File: src/rtl/fifo_wr_arbiter.sv
// Round-robin arbiter sharing one FIFO write port among N requesters; optional stall counter under FIFO_WR_ARB_STATS_EN.
// Latency: 1 idle arbitration cycle per grant, then one beat per cycle for up to MAX_BURST beats.
// Backpressure: fifo_full stalls the owner (no write, no ack, beat count held); owner dropping req ends the burst.
module fifo_wr_arbiter #(
    parameter int N         = 4,
    parameter int W         = 4,
    parameter int MAX_BURST = 4
) (
    input  logic           wr_clk,
    input  logic           rst_n,
    input  logic [N-1:0]   req,
    input  logic [N*W-1:0] req_data,
    output logic [N-1:0]   ack,
    output logic [N-1:0]   gnt,
    output logic           busy,
    input  logic           fifo_full,
    output logic           fifo_wr_en,
`ifdef FIFO_WR_ARB_STATS_EN
    output logic [W-1:0]   fifo_din,
    output logic [15:0]    stall_cnt
`else
    output logic [W-1:0]   fifo_din
`endif
);

    localparam int OW = $clog2(N);
    localparam logic [0:0] IDLE  = 1'b0;
    localparam logic [0:0] BURST = 1'b1;

    logic [0:0]    state;
    logic [OW-1:0] owner;
    logic [OW-1:0] last_owner;
    logic [3:0]    beat_cnt;

    logic [OW-1:0] pick;
    logic [OW-1:0] idx;
    logic          pick_vld;
    logic          accept;
    logic [N-1:0]  owner_oh;
    logic [W-1:0]  din_sel;

    // Search starts one past the previous owner so every requester gets a turn.
    always_comb begin
        pick     = '0;
        idx      = '0;
        pick_vld = 1'b0;
        for (int k = 1; k <= N; k++) begin
            idx = OW'((int'(last_owner) + k) % N);
            if (!pick_vld && req[idx]) begin
                pick     = idx;
                pick_vld = 1'b1;
            end
        end
    end

    always_comb begin
        din_sel = '0;
        for (int i = 0; i < N; i++) begin
            if (owner == OW'(i)) begin
                din_sel = req_data[i*W +: W];
            end
        end
    end

    assign owner_oh   = {{(N-1){1'b0}}, 1'b1} << owner;
    assign busy       = (state == BURST);
    assign accept     = busy && req[owner] && !fifo_full;
    assign fifo_wr_en = accept;
    assign fifo_din   = accept ? din_sel : '0;
    assign ack        = accept ? owner_oh : '0;
    assign gnt        = busy ? owner_oh : '0;

    always_ff @(posedge wr_clk or negedge rst_n) begin
        if (!rst_n) begin
            state      <= IDLE;
            owner      <= '0;
            last_owner <= OW'(N - 1);
            beat_cnt   <= '0;
        end else begin
            case (state)
                IDLE: begin
                    if (pick_vld) begin
                        owner    <= pick;
                        beat_cnt <= '0;
                        state    <= BURST;
                    end
                end
                default: begin
                    if (!req[owner]) begin
                        state      <= IDLE;
                        last_owner <= owner;
                    end else if (accept) begin
                        beat_cnt <= beat_cnt + 4'd1;
                        if (beat_cnt == 4'(MAX_BURST - 1)) begin
                            state      <= IDLE;
                            last_owner <= owner;
                        end
                    end
                end
            endcase
        end
    end

`ifdef FIFO_WR_ARB_STATS_EN
    always_ff @(posedge wr_clk or negedge rst_n) begin
        if (!rst_n) begin
            stall_cnt <= '0;
        end else if (busy && req[owner] && fifo_full && stall_cnt != 16'hFFFF) begin
            stall_cnt <= stall_cnt + 16'd1;
        end
    end
`endif

endmodule

File: config.mk
export PLATFORM = sky130hd
export DESIGN_NAME = fifo_wr_arbiter
export DESIGN_NICKNAME = d
export VERILOG_FILES = /design/src/rtl/fifo_wr_arbiter.sv
export SDC_FILE = /design/constraint.sdc
export NUM_CORES = 1
export LEC_CHECK = 0
export ABC_AREA = 1
export CORE_UTILIZATION = 39
export DETAILED_ROUTE_END_ITERATION = 8
export GPL_TIMING_DRIVEN = 0
export PLACE_DENSITY_LB_ADDON = 0.12
export RECOVER_POWER = 100
export SETUP_SLACK_MARGIN = 0.3
export SYNTH_ARGS = -nofsm -noshare
export SYNTH_HDL_FRONTEND = slang
export SYNTH_SLANG_ARGS = --single-unit
File: constraint.sdc
create_clock -name wr_clk -period 1.7 [get_ports wr_clk]
set_input_delay 0.51 -clock wr_clk [delete_from_list [all_inputs] [get_ports wr_clk]]
set_output_delay 0.51 -clock wr_clk [all_outputs]
set_load 0.005 [all_outputs]
Run 1, routed metal per tile:
Bar = 20 um. The die is cut into 10 by 10 equal tiles; dark purple is low, yellow is high, scaled to the fullest tile. Values are wire area over tile area, all layers added.
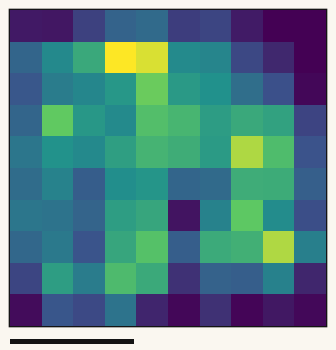
The mean over all tiles is 0.21. The fullest tile reaches 0.52. The emptiest ninth of the die: north-east. 6.0% of the tiles are nearly empty. 34% of the tiles are over half the peak.

Run 1, port wiring:
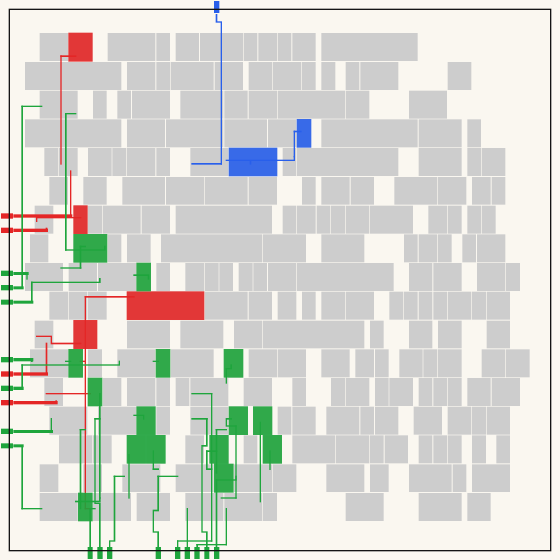
Key: `ack` = red [direction output, edge west, end cells 4, buffers 4, wire 73.3 um]; `fifo_full` = blue [direction input, edge north, end cells 2, buffers 1, wire 27.5 um]; `req_data` = green [direction input, edge 9 south, 7 west, end cells 15, buffers 16, wire 228 um]

==> run summary <==
Implementation results.

The placer congestion estimate is 0.719. For this run the aggregate overflow at the end of global routing stands at 0. For this run, the final setup violation count is recorded as 13. The data arrival at the endpoint of the critical path is 1680 ps.

Global routing used 26.3% of the available tracks across all layers. The run reported a max-capacitance violation count of 0. The detailed-routing iteration count for the pre-antenna-repair pass is 6. The actual slew at the worst max-slew pin is approximately 430 ps. The total cell area reported by yosys after synthesis is 941 um^2. The finished design was reported to have a net count of 254. Setup repair after global routing could not meet its margin everywhere. Per Yosys stat, the portion of area used by sequential elements is ~24%. Per the post-synthesis report, the number of cells in the design is between 150 and 200. The synthesis report lists the most area-consuming cells as sky130_fd_sc_hd__nand2_1, sky130_fd_sc_hd__dfrtp_1, sky130_fd_sc_hd__nand3_1.

The critical path in the final layout is reported with a setup slack of -490 ps. For reference, the clock transition at the flip-flops on the worst setup and hold paths is roughly 60 ps. The floorplan report gives the top-level pin count as 37. Per the timing report, the most critical flop-to-flop path finishes at beat_cnt[2]. The power density relative to cell area is between 1500 and 2000 nW/um^2. The residual DRC count is 0. The die is ~50 um wide. The top cell types in the final layout, fill and taps aside, are sky130_fd_sc_hd__nand2_1, sky130_fd_sc_hd__nand2_2, sky130_fd_sc_hd__buf_4. Counting I/O delays and the setup requirement, the final critical path takes about 2200 ps. The post-detailed-routing wire length is ~3400 um. In this run the clock root is driven by a sky130_fd_sc_hd__clkbuf_4.

Counting the fill cells in the layout gives 181. The portion of total power attributed to sequential cells is 13.4%. The final clock skew is roughly 1.1 ps. STA classifies the critical path startpoint as an input port. The combinational cell area excluding buffers and inverters is between 700 and 800 um^2. The reg-to-reg startpoint is owner[0]. At the placement stage, the worst setup path has a slack of -1180 ps. For reference, the final report shows the max-slew violation count at 0. The number of routed nets with antenna violations is 0.

For this run, the number of Yosys warnings is 0. Looking at the power breakdown, the clock network takes approximately 6.0% of the total. The floorplan step defined a core boundary enclosing around 2200 um^2. The family with the most delay on the worst path is buffers and inverters. The worst pin sits at a relative slew slack of a little under three quarters. In this run, the number of DRC markers left after iteration 0 of detailed routing was 25. The OpenROAD warning count is 29.

The static leakage is 0.900 nW. The net switching fraction of the power is about half. The worst hold path begins at beat_cnt[1]. Hold timing on the final database bottoms out at a slack of between 500 and 600 ps. Endpoints failing hold in the final report were tallied at 0.

The top cell type by area accounts for 24.3% of the synthesized area. Buffers inserted during clock tree synthesis total 3. By startpoint and endpoint, the worst setup path is classified as input port to output port.

A synthesized cell averages around 6.0 um^2. The launch point of the critical path was reported as fifo_full. For this block, the via count after detailed routing is between 1k and 1.5k. The maximum operating frequency is between 400 and 500 MHz. The share of final-layout standard cells stronger than drive strength 1 is between 40% and 50%. The total number of H-tree levels is 1.

The cell count along the critical path is 7. The worst hold path was traced through 2 stages. The number of antenna violations at the first check in global routing is 0. The OpenROAD report gives the critical path a required time of approximately 1200 ps. The distinct cell type count after synthesis is 24. The clock reaches the later pin of the worst-skew pair after 270 ps. The detailed placer reported the number of placed instances as 222. After layout, the worst path uses 129% of the clock period. The leading cell type in the layout, fill and taps excluded is sky130_fd_sc_hd__nand2_1. The number of buffers on the longest clock path is 2. The endpoint of the worst hold path is reported as beat_cnt[1]. The flow ran to the end, but the final reports show violations. The global-route wire length before repair is around 5000 um. For reference, the placement row count at floorplan is 17. The ratio of routed vias to standard cells is approximately 5.1. The report lists the cells along the critical path as clkdlybuf4s50_1 -> inv_1 -> nand3_4 -> buf_8 -> buf_6 -> a21oi_2 -> buf_2.

The die extent in y is around 50 um. Summing all flip-flop and latch instances after layout gives roughly 230 um^2. The critical path contains buffers and inverters numbering 5 combined. Max fanout on the critical path was recorded as 5. The CTS tree is yes. The total power is about 2.8 mW.

The finished layout holds between 200 and 300 standard cells, fillers aside. The flop-to-flop setup slack is 0 ps. Counting cells, the worst reg-to-reg path comes to 13. The largest total area in the synthesized netlist belongs to sky130_fd_sc_hd__nand2_1.

Buffers placed on the I/O ports in this run total 36. The critical path endpoint is fifo_din[3]. The mapped cell area is 941 um^2. The final reports fail on negative setup slack.
Run 1, cell classes on the final placement:
Bar = 20 um.
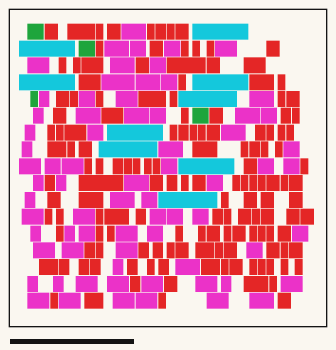
Key: other buffers and delay cells = magenta [cells 71]; flip-flops = cyan [cells 9]; all other logic = red [cells 145]; clock drivers and dummy loads = green [cells 4]

Run 1, drive-strength map:
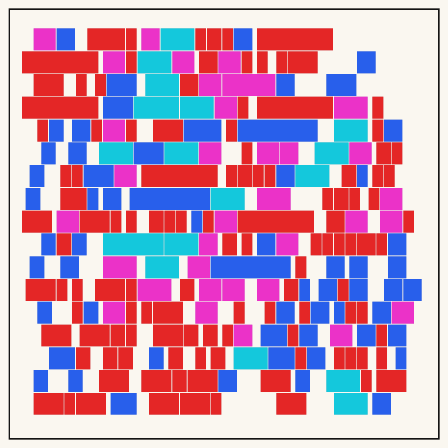
Key: drive 2 = blue [cells 60, most used nand2_2]; drive 1 or less = red [cells 118, most used nand2_1]; drive 6 and up = cyan [cells 17, most used buf_6]; drive 3 to 4 = magenta [cells 34, most used buf_4]

==> run 1: power groups by stage <==
stage | registers [mW] | logic [mW] | clock network (mW)
global route | 0.385 | 2.45 | 0.187
CTS | 0.373 | 1.91 | 0.177
global placement | 0.378 | 1.42 | 0
floorplan | 0.368 | 1.02 | 0
finish | 0.379 | 2.28 | 0.170
detailed placement | 0.380 | 1.46 | 0
==> run 1: routing by layer <==
metal	wire length, um	vias up	GRT usage [%]
li1	-	640	-
met1	1330	600	27.7
met2	1840	52	50.7
met3	172	8	6.55
met4	50	0	7.41
met5	0	-	0
==> run 1: cell families after synthesis <==
group / Yosys count / share of synthesized area (%)
AOI/OAI and AO/OA: 18 / 10.4
adders and majority gates: 1 / 1.33
buffers and inverters: 25 / 13.0
DFF: 9 / 24.2
and+or+nand+nor: 105 / 51.1
==> run 1: per-stage QoR <==
stage          instance area, um^2  utilization, %
5_1_grt                       1700            76.2
4_1_cts                       1570            70.5
2_1_floorplan                  951               -
3_5_place_dp                  1350            60.3
3_3_place_gp                  1350            60.3
6_report                      1700            76.2
==> run 1: cell usage after synthesis (all sizes together) <==
master  instances
nand3          14
o221ai          1
buf             4
ha              1
nor2           19
dfrtp           7
o21ai          14
a31oi           1
o31ai           1
inv            21
dfstp           2
nand4           3
a21oi           1
nand2          69
==> run 1: layout make-up <==
cell class	instances	area share, %
plain buffers	4	2.87
clock buffers	4	1.54
inverters	21	5.66
multi-input cells	124	41.3
flip-flops and latches	9	13.4
well taps	28	2.06
repair buffers	67	33.1
==> run 1: registers in the layout, summed over array words and instances, names as in the netlist <==
name        flops
beat_cnt        4
busy            1
last_owner      2
owner           2
==> run 1: repair_timing <==
item,in CTS,in global routing
cloned,0,0
setup buffers,23,8
pin swaps,18,11
endpoints found under the hold margin,0,0
gates resized,92,29
endpoints found under the setup margin,23,23
Power and IR drop assume default switching activity.
